<file path="config.mk">
export PLATFORM = sky130hd
export DESIGN_NAME = gauss1d_stream
export DESIGN_NICKNAME = d
export VERILOG_FILES = /design/src/rtl/gauss_pkg.sv /design/src/rtl/gauss_win_sum.sv /design/src/rtl/gauss1d_stream.sv
export SDC_FILE = /design/constraint.sdc
export NUM_CORES = 1
export LEC_CHECK = 0
export ABC_AREA = 1
export CORE_ASPECT_RATIO = 1.1
export CORE_UTILIZATION = 53
export CTS_BUF_LIST = sky130_fd_sc_hd__clkbuf_8 sky130_fd_sc_hd__clkbuf_16
export DETAILED_ROUTE_END_ITERATION = 8
export PLACE_DENSITY = 0.76
export SYNTH_ARGS = -nofsm -noshare
export SYNTH_HDL_FRONTEND = slang
export SYNTH_SLANG_ARGS = --single-unit
</file>
<file path="constraint.sdc">
create_clock -name clk -period 5.75 [get_ports clk]
set_input_delay 1.15 -clock clk [delete_from_list [all_inputs] [get_ports clk]]
set_output_delay 1.15 -clock clk [all_outputs]
set_load 0.05 [all_outputs]
</file>
<file path="src/rtl/gauss_pkg.sv">
// Shared types and elaboration-time helpers for the 1-D binomial filter.
package gauss_pkg;

    typedef enum logic [1:0] {
        IDLE  = 2'd0,
        RUN   = 2'd1,
        FLUSH = 2'd2
    } state_t;

    // Binomial coefficient C(ksize-1, i): row ksize-1 of Pascal's triangle.
    function automatic int coef(input int ksize, input int i);
        int c;
        c = 1;
        for (int k = 0; k < i; k++) begin
            c = c * (ksize - 1 - k) / (k + 1);
        end
        return c;
    endfunction

    // Full-precision sum width: coefficients add up to 2^(ksize-1).
    function automatic int out_width(input int data_width, input int ksize);
        return data_width + ksize - 1;
    endfunction

endpackage

</file>
<file path="src/rtl/gauss_win_sum.sv">
// Weighted binomial sum of a packed window, built from shifts and adds only,
// with an optional round-to-nearest normalisation back to the input range.
module gauss_win_sum
    import gauss_pkg::*;
#(
    parameter int DATA_WIDTH = 14,
    parameter int KSIZE      = 3,
    localparam int OUT_WIDTH = out_width(DATA_WIDTH, KSIZE)
) (
    input  logic [KSIZE*DATA_WIDTH-1:0] win,
    input  logic                        norm,
    output logic [OUT_WIDTH-1:0]        sum
);

    localparam logic [OUT_WIDTH-1:0] ROUND = OUT_WIDTH'(1) << (KSIZE - 2);

    logic [OUT_WIDTH-1:0]  acc;
    logic [OUT_WIDTH-1:0]  rounded;
    logic [DATA_WIDTH-1:0] tap;

    // Accumulate each tap once per set bit of its (constant) coefficient.
    always_comb begin
        acc = '0;
        tap = '0;
        for (int i = 0; i < KSIZE; i++) begin
            tap = win[i*DATA_WIDTH +: DATA_WIDTH];
            for (int b = 0; b < KSIZE; b++) begin
                if (((coef(KSIZE, i) >> b) & 1) == 1) begin
                    acc = acc + (OUT_WIDTH'(tap) << b);
                end
            end
        end
    end

    // Round half up, then divide by the coefficient sum; upper bits end up zero.
    always_comb begin
        rounded = (acc + ROUND) >> (KSIZE - 1);
        sum     = norm ? rounded : acc;
    end

endmodule

</file>
<file path="src/rtl/gauss1d_stream.sv">
// Streaming 1-D binomial filter with valid/ready handshakes on both sides.
// Each line is border-replicated: the first sample fills the whole window and
// the last sample is repeated HALF times during FLUSH, so a line of L samples
// always yields exactly L outputs.
module gauss1d_stream
    import gauss_pkg::*;
#(
    parameter int DATA_WIDTH = 14,
    parameter int KSIZE      = 3,
    localparam int OUT_WIDTH = out_width(DATA_WIDTH, KSIZE)
) (
    input  logic                  clk,
    input  logic                  rst_n,
    input  logic                  cfg_norm,
    input  logic                  in_valid,
    output logic                  in_ready,
    input  logic [DATA_WIDTH-1:0] in_data,
    input  logic                  in_last,
    output logic                  out_valid,
    input  logic                  out_ready,
    output logic [OUT_WIDTH-1:0]  out_data,
    output logic                  out_last
);

    localparam int HALF = (KSIZE - 1) / 2;
    localparam int CW   = $clog2(HALF + 1);
    localparam int WW   = KSIZE * DATA_WIDTH;

    generate
        if (KSIZE != 3 && KSIZE != 5) begin : g_bad_ksize
            $error("gauss1d_stream: KSIZE must be 3 or 5");
        end
    endgenerate

    state_t                state_q, state_d;
    logic [CW-1:0]         wait_q, wait_d;
    logic [CW-1:0]         flush_q, flush_d;
    logic [WW-1:0]         win_q, win_d;
    logic [DATA_WIDTH-1:0] newest;
    logic [DATA_WIDTH-1:0] shift_val;
    logic                  shift_en;
    logic                  final_shift;
    logic                  adv;
    logic                  accept;
    logic                  emit;
    logic [OUT_WIDTH-1:0]  sum;

    // Handshake: the pipeline advances whenever the output register is free.
    always_comb begin
        newest   = win_q[WW-1 -: DATA_WIDTH];
        adv      = !out_valid || out_ready;
        in_ready = adv && (state_q != FLUSH);
        accept   = in_valid && in_ready;
    end

    // Next state, window load/shift and warm-up/flush counting.
    always_comb begin
        state_d     = state_q;
        wait_d      = wait_q;
        flush_d     = flush_q;
        win_d       = win_q;
        shift_en    = 1'b0;
        shift_val   = in_data;
        final_shift = 1'b0;
        case (state_q)
            IDLE: begin
                if (accept) begin
                    win_d  = {KSIZE{in_data}};
                    wait_d = CW'(HALF);
                    if (in_last) begin
                        state_d = FLUSH;
                        flush_d = CW'(HALF);
                    end else begin
                        state_d = RUN;
                    end
                end
            end
            RUN: begin
                if (accept) begin
                    shift_en  = 1'b1;
                    shift_val = in_data;
                    if (in_last) begin
                        state_d = FLUSH;
                        flush_d = CW'(HALF);
                    end
                end
            end
            FLUSH: begin
                if (adv) begin
                    shift_en  = 1'b1;
                    shift_val = newest;
                    flush_d   = flush_q - CW'(1);
                    if (flush_q == CW'(1)) begin
                        state_d     = IDLE;
                        final_shift = 1'b1;
                    end
                end
            end
            default: state_d = IDLE;
        endcase
        if (shift_en) begin
            win_d = {shift_val, win_q[WW-1 -: (KSIZE-1)*DATA_WIDTH]};
            if (wait_q != '0) begin
                wait_d = wait_q - CW'(1);
            end
        end
        emit = shift_en && (wait_d == '0);
    end

    gauss_win_sum #(
        .DATA_WIDTH (DATA_WIDTH),
        .KSIZE      (KSIZE)
    ) u_sum (
        .win  (win_d),
        .norm (cfg_norm),
        .sum  (sum)
    );

    // Control state and window registers.
    always_ff @(posedge clk or negedge rst_n) begin
        if (!rst_n) begin
            state_q <= IDLE;
            wait_q  <= '0;
            flush_q <= '0;
            win_q   <= '0;
        end else begin
            state_q <= state_d;
            wait_q  <= wait_d;
            flush_q <= flush_d;
            win_q   <= win_d;
        end
    end

    // Output register: load on emit, drop valid when advancing without one.
    always_ff @(posedge clk or negedge rst_n) begin
        if (!rst_n) begin
            out_valid <= 1'b0;
            out_data  <= '0;
            out_last  <= 1'b0;
        end else if (adv) begin
            if (emit) begin
                out_valid <= 1'b1;
                out_data  <= sum;
                out_last  <= final_shift;
            end else begin
                out_valid <= 1'b0;
            end
        end
    end

endmodule

</file>
Figure 1. Placed cells, one colour a class (run 1).
Bar = 20 µm.
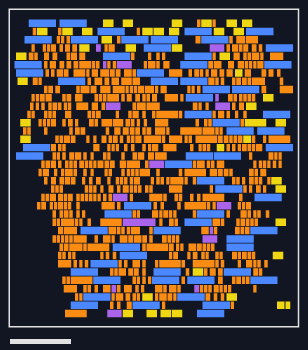
other buffers and delay cells -> yellow  # cells 43, share of their area 7.8%
clock drivers and dummy loads -> purple  # cells 16, share of their area 3.3%
flip-flops -> blue  # cells 64, share of their area 29%
all other logic -> orange  # cells 634, share of their area 60%
summed area of non-filler cells in the final layout: 0.00562 mm²
Seq area share: 0.285

Figure 2. Gate families picked out (run 1).
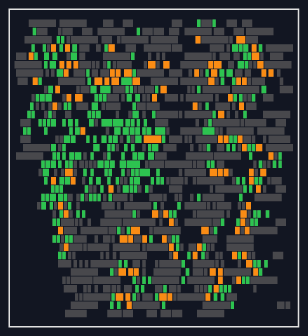
inverting AOI/OAI gates -> orange  # cells 101, most used o21ai_0, where all over the die
NAND gates -> green  # cells 273, most used nand2_1, where all over the die
non-filler cells, final: 871
combinational fraction of the cell area: 0.471
most frequently placed logic cell in the final layout: sky130_fd_sc_hd__nand2_1

==> flow_summary.json, run 1 <==
{
  "outcome": "finished clean",
  "yosysWarningCount": 0,
  "fin_crit_sh": 0.897,
  "n_all_inverters": 166,
  "setup_crit_start_kind": "primary input",
  "n_sequential_cell": 64,
  "nNonClkBuffers": 43,
  "number_of_nets_with_antenna_violations_after_routing": 0,
  "cp_max_fo": 27,
  "required_time_reported_for_the_critical_path_endpoint_ns": 5.99,
  "rows": 36,
  "die_x_um": 94.4,
  "flop_cell": "sky130_fd_sc_hd__dfrtp_1",
  "final.setup.tns_ns": 0,
  "synth-xor-area-share": 0.00704,
  "ys_sh_mux": 0.00226,
  "clock_cell_area_share": 0.0321,
  "syn_nets": 770,
  "hold_startpoint": "out_data[12]",
  "timing.final.setup_violations": 0,
  "clock.fmax_mhz": 194,
  "syn_avg_cell_area_um2": 6.94,
  "clkbuf_count": 9,
  "synth_flops": 64,
  "grt_setup_unrepaired": "false",
  "post_synth_most_frequent_cells": "sky130_fd_sc_hd__nand2_1, sky130_fd_sc_hd__inv_1, sky130_fd_sc_hd__dfrtp_1",
  "maxCapViolations": 0,
  "wirelength_um": 10900,
  "cts_made_buffers": 9,
  "post_synth_main_logic_family": "simple AND/OR/NAND/NOR gates",
  "worst_r2r_startpoint": "state_q[0]",
  "cp.buffers_inverters": 7,
  "htree_num_levels": 3,
  "placeable_core_region_mm2": 0.00896,
  "yosys_cells": 717,
  "postSynthSeqShare": 0.322,
  "io-pin-count": 39,
  "worst_path_depth": 26,
  "post_synth_instance_area_mm2": 0.00497,
  "n_tap_cell": 114,
  "reg2reg_slack_ns": 1.23,
  "post-route-drc-count": 0,
  "maximum_number_of_pins_on_one_net_before_global_route_repair": 65,
  "grt-ovfl-total": 0,
  "post_synth_main_area_contributors": "sky130_fd_sc_hd__dfrtp_1, sky130_fd_sc_hd__nand2_1, sky130_fd_sc_hd__inv_1",
  "fill_cell_count": 828,
  "cpMostUsedCell": "sky130_fd_sc_hd__inv_1",
  "dpl_worst_slack_ns": 0.242,
  "async_flop_share": 1.00,
  "mi_logic_area_mm2": 0.00265,
  "hold_path_end": "out_data[12]",
  "first_pass_iters": 5,
  "max_slew.worst_pin.slew_ns": 0.825,
  "placed_cells": 855,
  "highest_delay_cell_along_the_critical_path": "sky130_fd_sc_hd__fa_1",
  "port_buffers": 38,
  "clk_root_buffer_cell": "sky130_fd_sc_hd__clkbuf_8",
  "tool_warnings": 28,
  "arrival_time_at_the_worst_endpoint_ns": 5.40,
  "worstReg2RegEnd": "out_data[13]",
  "critical_path.endpoint": "out_data[13]",
  "biggestCellCategory": "logic gates",
  "drt_iter0_drc": 181,
  "cts_sinks": 64,
  "critPathKind": "in2reg",
  "holdPathStages": 2
}
Figure 3. Clock wires, drivers and flops (run 1).
Bar = 20 µm.
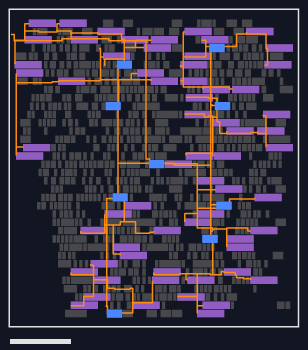
cells driving clock nets -> blue  # count 9
clock wires -> orange  # length 944 µm
flip-flops -> purple  # count 64
routed clock nets = 10
flops lie = all over the die
setup skew after layout: 0.00749 ns
clock latency at the later pin of the worst-skew pair: 0.35 ns

==> run 1: routing by layer <==
layer  part of all wire  routed length (µm)  global-route usage  up-vias
met4              0.022                 240               0.107        0
met2               0.49                5300               0.404       90
met3              0.032                 352              0.0272       18
li1                   -                   -                   -     2281
met5                  0                   0                   0        -
met1               0.46                5000               0.320     2099
==> run 1: state kept, by name (all words and copies together), names as in the netlist <==
register   count
out_valid      1
out_data      16
wait_q         1
state_q        2
flush_q        1
win_q         42
out_last       1
Figure 4. Metal 2 (run 1).
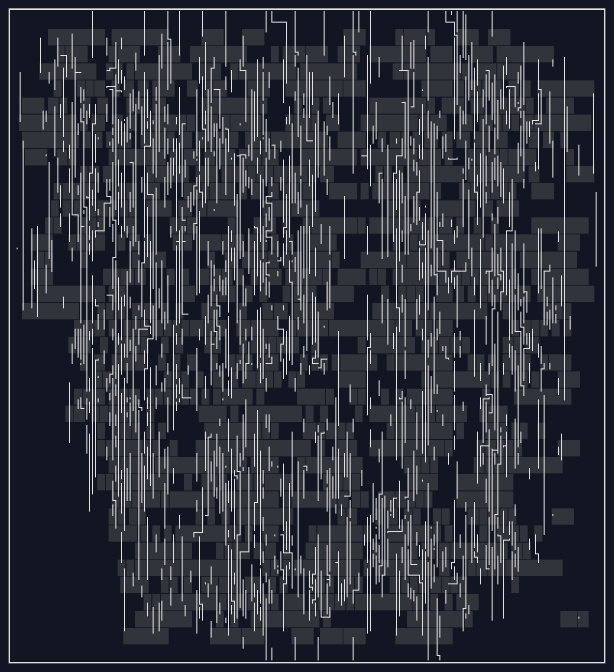

==> run 2: changes to the inputs <==
- PLACE_DENSITY: 0.76 -> not set
- PLACE_DENSITY_LB_ADDON: not set -> 0.12
Figure 5. Metal 2 (run 2).
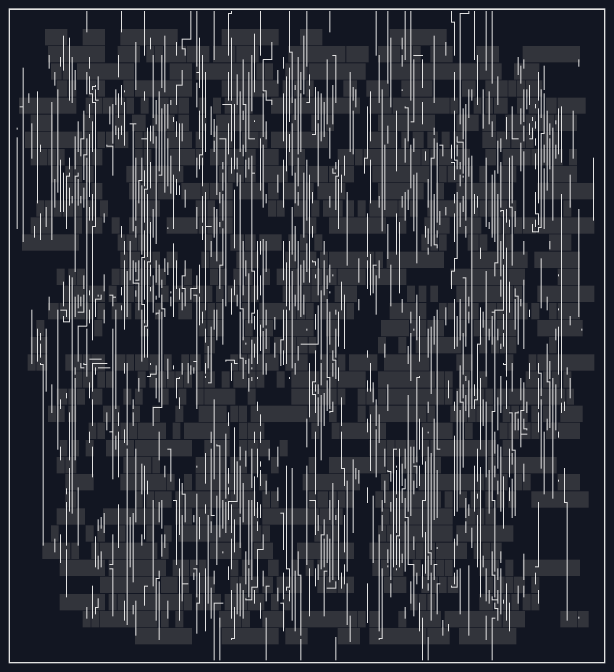
wire length on this layer = 5320 µm
longest straight run = 40.1 µm
post-detailed-routing wire length: 11000 µm
routing usage on met2: 0.419

==> flow_summary.json, run 2 <==
{
  "outcome": "finished clean",
  "timing.final.setup_violations": 0,
  "wl_met3_um": 501,
  "hold_startpoint": "out_data[8]",
  "postSynthSeqShare": 0.322,
  "post-route-drc-count": 0,
  "hold_path_end": "out_data[8]",
  "flop_cell": "sky130_fd_sc_hd__dfrtp_1",
  "die_x_um": 94.4,
  "placeable_core_region_mm2": 0.00896,
  "arrival_time_at_the_worst_endpoint_ns": 5.32,
  "largest_reg_flops": 42,
  "worst_path_depth": 26,
  "highest_delay_cell_along_the_critical_path": "sky130_fd_sc_hd__fa_1",
  "async_flop_share": 1.00,
  "mi_logic_area_mm2": 0.00265,
  "critPathKind": "in2reg",
  "post_synth_most_frequent_cells": "sky130_fd_sc_hd__nand2_1, sky130_fd_sc_hd__inv_1, sky130_fd_sc_hd__dfrtp_1",
  "cp_max_fo": 24,
  "number_of_nets_with_antenna_violations_after_routing": 0,
  "top_usage_layer": "met2",
  "tool_warnings": 28,
  "nNonClkBuffers": 43,
  "drt_iter0_drc": 231,
  "fin_skew_ns": 0.00953,
  "synth_flops": 64,
  "dr.max_layer_used": "met4",
  "first_pass_iters": 5,
  "holdPathStages": 2,
  "worstSkewPairLatency_ns": 0.36,
  "htree_num_levels": 3,
  "top_registers": "win_q (42), out_data (16), state_q (2)",
  "io-pin-count": 39,
  "final_cell_area_mm2": 0.00560,
  "n_tap_cell": 114,
  "clkbuf_count": 11
}
Figure 6. Gate families picked out (run 2).
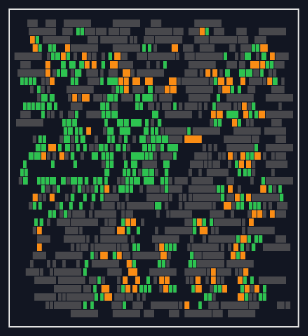
inverting AOI/OAI gates -> orange  # cells 101, most used o21ai_0, where all over the die
NAND gates -> green  # cells 273, most used nand2_1, where all over the die
non-filler cells, final: 868
combinational fraction of the cell area: 0.473

[run 2: cell counts after synthesis]
No cell type changed its count.
[run 2: cell families (layout without fill, tap and decap cells)]
family,Yosys count,after routing,synth area share
buffers and inverters,185,222,0.146
adder cells (fa/ha/maj),33,33,0.104
AND-OR/OR-AND,113,113,0.134
AND/OR/NAND/NOR,317,317,0.284
XOR/XNOR,4,4,0.00705
multiplexers,1,1,0.00226
flip-flops,64,64,0.322
Figure 7. Placed cells, one colour a class (run 2).
Bar = 20 µm.
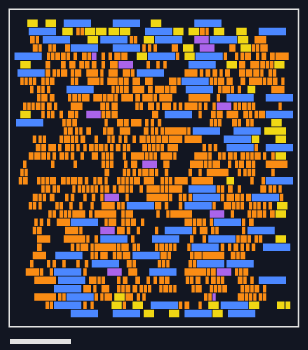

==> run 3: changes to the inputs <==
- PLACE_DENSITY_LB_ADDON: 0.12 -> 0.2
- SYNTH_HIERARCHICAL: not set -> 1
Figure 8. Placed cells, one colour a class (run 3).
Bar = 20 µm.
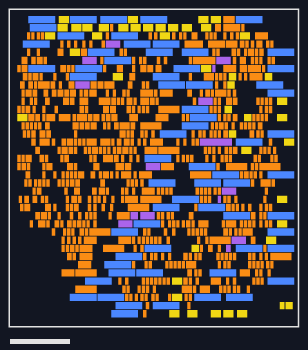
flip-flops -> blue  # cells 64, share of their area 29%
clock drivers and dummy loads -> purple  # cells 15, share of their area 3.4%
all other logic -> orange  # cells 656, share of their area 60%
other buffers and delay cells -> yellow  # cells 46, share of their area 7.8%
Seq area share: 0.280
placeable core region: 0.00940 mm²

Figure 9. Metal 2 (run 3).
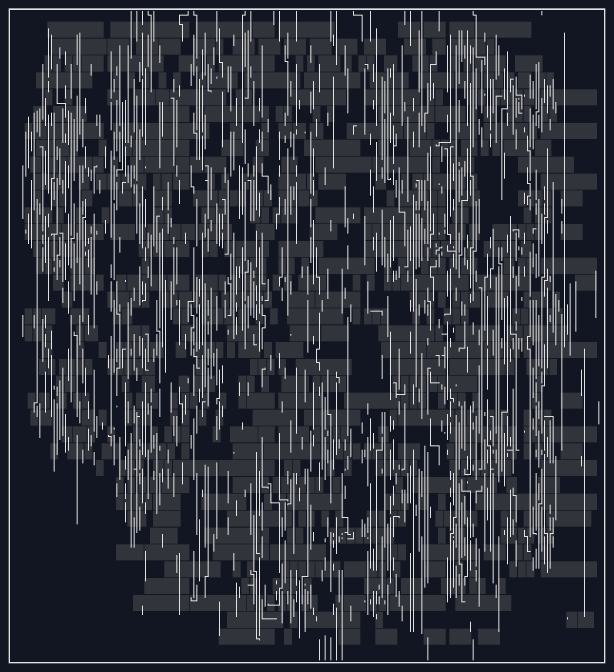
nets with wire on the layer = 620
main direction = vertical
longest straight run = 50.7 µm
wire length on this layer = 5670 µm
post-detailed-routing wire length: 12200 µm
routing usage on met2: 0.416
via count: 4755

==> flow_summary.json, run 3 <==
{
  "placed_cells": 883,
  "detailroute.wirelength.met2_um": 5670,
  "holdPathStages": 2,
  "fin_crit_sh": 0.889,
  "grt_setup_unrepaired": "false",
  "cpMostUsedCell": "sky130_fd_sc_hd__nand2_1",
  "highest_delay_cell_along_the_critical_path": "sky130_fd_sc_hd__fa_1",
  "fin_skew_ns": 0.0140,
  "first_pass_iters": 5,
  "wl_met3_um": 424,
  "tool_warnings": 28,
  "critPathKind": "in2reg",
  "worstSkewPairLatency_ns": 0.35,
  "port_buffers": 38,
  "outcome": "finished clean",
  "ys_sh_mux": 0,
  "grt-ovfl-total": 0,
  "synthAdderAreaFrac": 0.101,
  "syn_avg_cell_area_um2": 6.86,
  "clock.fmax_mhz": 196,
  "final.setup.tns_ns": 0,
  "fill_cell_count": 845,
  "groute.layer.met3.usage": 0.0509,
  "post_synth_main_logic_family": "simple AND/OR/NAND/NOR gates",
  "io-pin-count": 39,
  "finalNonFillerCells": 898,
  "hold_startpoint": "out_data[13]",
  "biggestCellCategory": "logic gates",
  "syn_nets": 801,
  "timing.final.setup_violations": 0,
  "mi_logic_area_mm2": 0.00313,
  "worst_r2r_startpoint": "state_q[0]",
  "top_usage_layer": "met2",
  "async_flop_share": 1.00,
  "top_registers": "win_q (42), out_data (16), state_q (2)",
  "yosys_cells": 748,
  "maxCapViolations": 0,
  "die_x_um": 95.8,
  "dpl_worst_slack_ns": 0.304,
  "final_cell_area_mm2": 0.00572,
  "synth-simple-area-share": 0.468,
  "clock_cell_area_share": 0.0328,
  "post_synth_ao_oa_area_fraction": 0.0341,
  "n_tap_cell": 117,
  "worst_path_depth": 25,
  "dr.max_layer_used": "met4",
  "number_of_nets_with_antenna_violations_after_routing": 0,
  "n_all_inverters": 57,
  "final_layout_top_logic_cell": "sky130_fd_sc_hd__nand2_1",
  "cp_max_fo": 28,
  "synth-xor-area-share": 0.00683,
  "cp.buffers_inverters": 4,
  "rows": 37,
  "critical_path.endpoint": "out_data[11]",
  "largest-register": "win_q",
  "synth_flops": 64,
  "postSynthSeqShare": 0.312,
  "post_synth_main_area_contributors": "sky130_fd_sc_hd__dfrtp_1, sky130_fd_sc_hd__nand2_1, sky130_fd_sc_hd__fa_1",
  "post_synth_instance_area_mm2": 0.00513,
  "n_sequential_cell": 64,
  "post_synth_most_frequent_cells": "sky130_fd_sc_hd__nand2_1, sky130_fd_sc_hd__dfrtp_1, sky130_fd_sc_hd__nand3_1",
  "maximum_number_of_pins_on_one_net_before_global_route_repair": 65,
  "post-route-drc-count": 0,
  "comb_area_frac": 0.547,
  "required_time_reported_for_the_critical_path_endpoint_ns": 6.04,
  "largest_reg_flops": 42,
  "reg2reg_slack_ns": 0.73,
  "nNonClkBuffers": 46,
  "htree_num_levels": 3,
  "detail_route.wirelength.met1_um": 5820,
  "max_slew.worst_pin.slew_ns": 0.941,
  "met1_usage": 0.368
}
[run 3: netlist changes by cell type after synthesis, moves of 5 or more]
| cell | delta |
|---|---|
| sky130_fd_sc_hd__a22oi_1 | -7 |
| sky130_fd_sc_hd__o21a_1 | -12 |
| sky130_fd_sc_hd__nand3_2 | +12 |
| sky130_fd_sc_hd__o21ai_0 | -41 |
| sky130_fd_sc_hd__buf_2 | +8 |
| sky130_fd_sc_hd__nand4_1 | +17 |
| sky130_fd_sc_hd__nand3_1 | +19 |
| sky130_fd_sc_hd__buf_6 | +6 |
| sky130_fd_sc_hd__a31oi_1 | -9 |
| sky130_fd_sc_hd__inv_1 | -109 |
| sky130_fd_sc_hd__nor2_1 | -8 |
| sky130_fd_sc_hd__nand2_1 | +172 |
| sky130_fd_sc_hd__a21oi_1 | -5 |
